===== config.mk =====
export PLATFORM = sky130hd
export DESIGN_NAME = univ_shift_reg
export DESIGN_NICKNAME = d
export VERILOG_FILES = /design/src/rtl/univ_shift_reg.sv
export SDC_FILE = /design/constraint.sdc
export NUM_CORES = 1
export LEC_CHECK = 0
export CAP_MARGIN = 10
export CORE_MARGIN = 4
export CORE_UTILIZATION = 40
export DETAILED_ROUTE_END_ITERATION = 12
export MAX_ROUTING_LAYER = met4
export PLACE_DENSITY = 0.81
export RECOVER_POWER = 50
export SYNTH_ARGS = -nofsm -noshare
export SYNTH_HDL_FRONTEND = slang
export SYNTH_SLANG_ARGS = --single-unit

===== constraint.sdc =====
create_clock -name clock -period 2.7 [get_ports clock]
set_clock_uncertainty 0.1 [all_clocks]
set_input_delay 0.81 -clock clock [delete_from_list [all_inputs] [get_ports clock]]
set_output_delay 0.81 -clock clock [all_outputs]
set_load 0.05 [all_outputs]

===== src/rtl/univ_shift_reg.sv =====
// Multi-cycle universal shift/rotate register with start/busy/done handshake.
// Define SHIFT_HOLD_EN to add a hold input that stalls an active operation.
module univ_shift_reg #(
  parameter int WIDTH = 8,
  parameter int AMT_W = 4
) (
  input  logic             clock,
  input  logic             nreset,
  input  logic             start,
  input  logic [1:0]       mode,
  input  logic [AMT_W-1:0] amount,
  input  logic [WIDTH-1:0] load_data,
  input  logic             serial_in,
`ifdef SHIFT_HOLD_EN
  input  logic             hold,
`endif
  output logic [WIDTH-1:0] out,
  output logic             serial_out,
  output logic             busy,
  output logic             done
);

  typedef enum logic {IDLE, SHIFT} state_t;

  state_t           state, next_state;
  logic [1:0]       mode_q;
  logic [AMT_W-1:0] count;
  logic             stall;
  logic             accept;
  logic             step;
  logic             last_step;
  logic [WIDTH-1:0] shifted;
  logic             shifted_bit;

`ifdef SHIFT_HOLD_EN
  assign stall = hold;
`else
  assign stall = 1'b0;
`endif

  assign accept    = (state == IDLE) && start;
  assign step      = (state == SHIFT) && !stall;
  assign last_step = step && (count == AMT_W'(1));

  always_ff @(posedge clock or negedge nreset) begin
    if (!nreset) state <= IDLE;
    else         state <= next_state;
  end

  always_comb begin
    next_state = state;
    case (state)
      IDLE:    if (accept && (amount != '0)) next_state = SHIFT;
      SHIFT:   if (last_step)                next_state = IDLE;
      default: next_state = IDLE;
    endcase
  end

  always_comb begin
    busy = (state == SHIFT);
  end

  // One-position step; logical modes fill from serial_in, rotates recirculate.
  always_comb begin
    shifted     = out;
    shifted_bit = 1'b0;
    case (mode_q)
      2'b00: begin
        shifted     = {out[WIDTH-2:0], serial_in};
        shifted_bit = out[WIDTH-1];
      end
      2'b01: begin
        shifted     = {serial_in, out[WIDTH-1:1]};
        shifted_bit = out[0];
      end
      2'b10: begin
        shifted     = {out[WIDTH-2:0], out[WIDTH-1]};
        shifted_bit = out[WIDTH-1];
      end
      default: begin
        shifted     = {out[0], out[WIDTH-1:1]};
        shifted_bit = out[0];
      end
    endcase
  end

  always_ff @(posedge clock or negedge nreset) begin
    if (!nreset) begin
      out        <= '0;
      serial_out <= 1'b0;
      done       <= 1'b0;
      mode_q     <= 2'b00;
      count      <= '0;
    end else begin
      done <= 1'b0;
      if (accept) begin
        out        <= load_data;
        serial_out <= 1'b0;
        mode_q     <= mode;
        count      <= amount;
        done       <= (amount == '0);
      end else if (step) begin
        out        <= shifted;
        serial_out <= shifted_bit;
        count      <= count - AMT_W'(1);
        done       <= last_step;
      end
    end
  end

endmodule


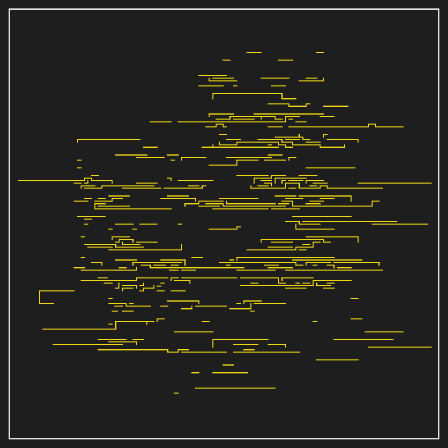
(signal wires on met1)
share of all routed wire: 44%
wire length on this layer: 928 um
longest straight run: 14.3 um
main direction: horizontal

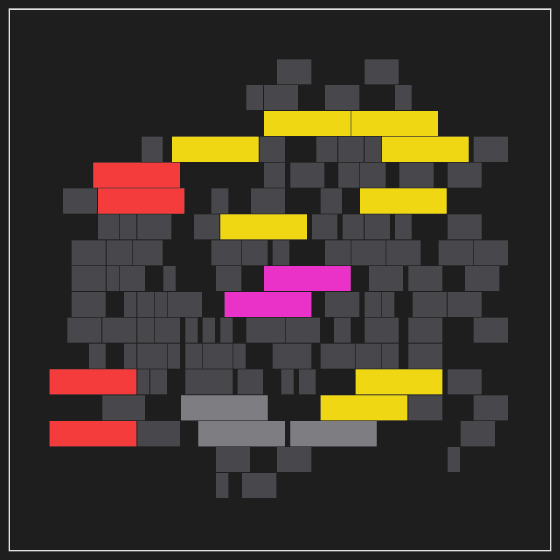
(where the registers sit)
Other sequential cells in the stronger grey, the rest of the logic in the fainter grey.
legend:
  red:
    name_in_the_netlist: count
    flops: 4
  magenta:
    name_in_the_netlist: mode_q
    flops: 2
  yellow:
    name_in_the_netlist: out
    flops: 8

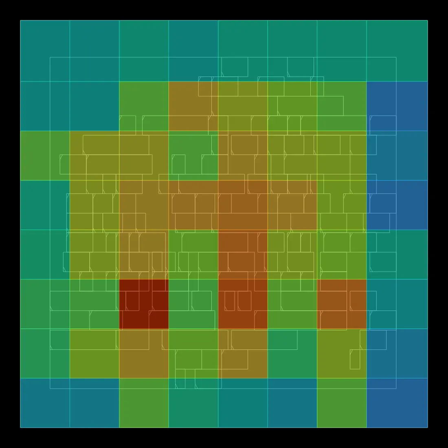
(routing congestion map)
met3 Usage GRT: 5.06%
met1 usage: 18.2%
per-cell routed wire length: 14.2 um

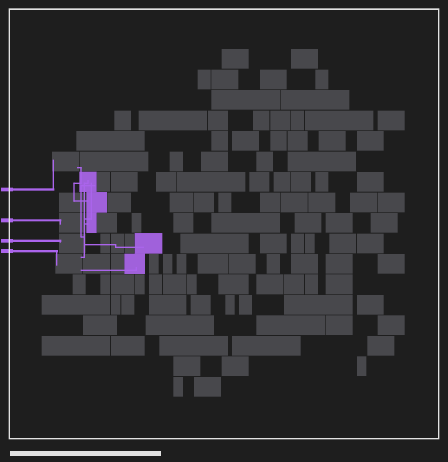
(port wiring)
Bar = 20 um.
legend:
  purple:
    port: amount
    bits: 4
    direction: input
    edge: left
    end_cells: 5
    buffers: 4
    wire: 79.8 um

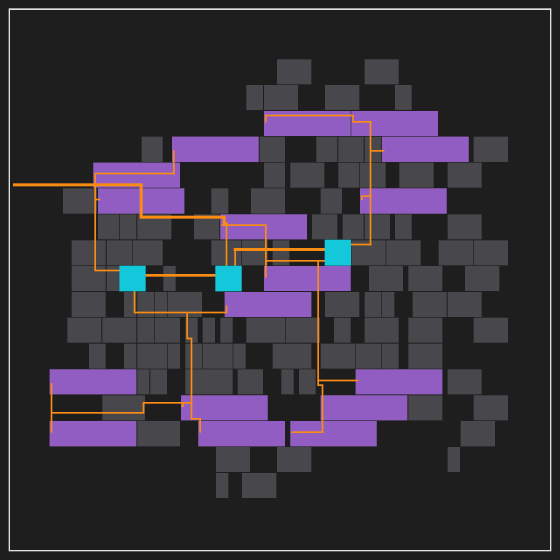
(clock distribution)
legend:
  orange:
    item: clock wires
    length: 206 um
  purple:
    item: flip-flops
    count: 17
  cyan:
    item: clock-net drivers
    count: 3
routed clock nets: 4
P_clk: 135 uW
Clock Power Share: 8.5%
clk_lat worst skew: 280 ps

==> through the flow <==
| step | instance area (um2) | util [%] |
|---|---|---|
| final | 1250 | 56.1 |
| after global routing | 1250 | 56.1 |
| after CTS | 1260 | 56.4 |
| after detailed placement | 1230 | 55.2 |
| after global placement | 1230 | 55.2 |
| after floorplan | 953 | - |
==> worst min-delay path: stages, from the launching register on <==
cell and delay, ps:
dfrtp_1 360, nand2_1 50, o21ai_0 70
==> path summary, 6_finish.rpt <==
kind / startpoint / endpoint / slack, ps
max: out[7]$_DFFE_PN0P_ / out[7] / 240
min: serial_out$_DFFE_PN0P_ / serial_out$_DFFE_PN0P_ / 410
max reg2reg: busy$_DFF_PN0_ / mode_q[1]$_DFFE_PN0P_ / 1360
min reg2reg: serial_out$_DFFE_PN0P_ / serial_out$_DFFE_PN0P_ / 410
max in group asynchronous: nreset / count[2]$_DFFE_PN0P_ / 860
min in group asynchronous: nreset / out[7]$_DFFE_PN0P_ / 1070
==> Yosys cell counts <==
cell,instances,area [um2]
nor2b_4,1,13.8
ha_1,2,25.0
dfrtp_1,17,425
buf_2,1,5.00
nand2_1,5,18.8
and2b_2,1,8.76
xor2_1,1,8.76
o211a_1,2,20.0
a22o_1,1,8.76
buf_12,1,20.0
buf_6,2,22.5
o21ai_0,3,15.0
nor2b_1,6,37.5
a22oi_1,1,7.51
nor3_1,1,5.00
buf_4,1,7.51
xnor2_1,1,8.76
a211oi_1,7,52.6
o21ai_1,1,5.00
mux2_2,2,22.5
inv_1,4,15.0
nor4_1,1,6.26
a21oi_1,11,55.1
o21bai_1,1,7.51
mux2i_1,12,120
nor2_1,3,11.3
==> sequential cells by signal (all words and copies together) (netlist names) <==
| signal | cells |
|---|---|
| count | 4 |
| serial_out | 1 |
| out | 8 |
| done | 1 |
| mode_q | 2 |
| busy | 1 |
==> impl_metrics.py <==
# Physical implementation metrics
metrics = {
    "cells_and_area": {
        "seq_cell_count": 17,
        "area_growth_syn_to_layout_pct": 31.4,
        "nFillCells": 212,
        "largest_cell_class": "combinational gates",
    },
    "power": {
        "power_frac_comb_pct": 57.3,
        "p_int_uw": 819,
        "p_per_area_nw_per_um2": 1260,
        "p_sw_uw": 762,
    },
    "synthesis": {
        "adder_share_pct": 2.62,
        "yosys_warnings": 0,
        "yosys.stat.seqShare_pct": 44.6,
        "synthCells": 89,
        "syn_area_um2": 953,
        "ys_sh_simple_pct": 10.6,
    },
    "floorplanning": {
        "std_cell_rows": 17,
    },
    "final_timing": {
        "setup_tns_ps": 0,
        "fin_ws_ps": 239,
    },
    "cts": {
        "cts_root_buf": "clkbuf_4",
        "post_cts_buffers": 0,
        "htreeDepth": 1,
    },
    "critical_path": {
        "crit_slowest_cell": "clkdlybuf4s50_1",
        "crit_type": "reg -> out",
        "worstPathMaxFanout": 5,
        "ff2ff_path_depth": 3,
    },
    "run_status": {
        "outcome": "finished, final reports clean",
    },
}
No activity file was given, so power comes from the tool's default toggle rates.
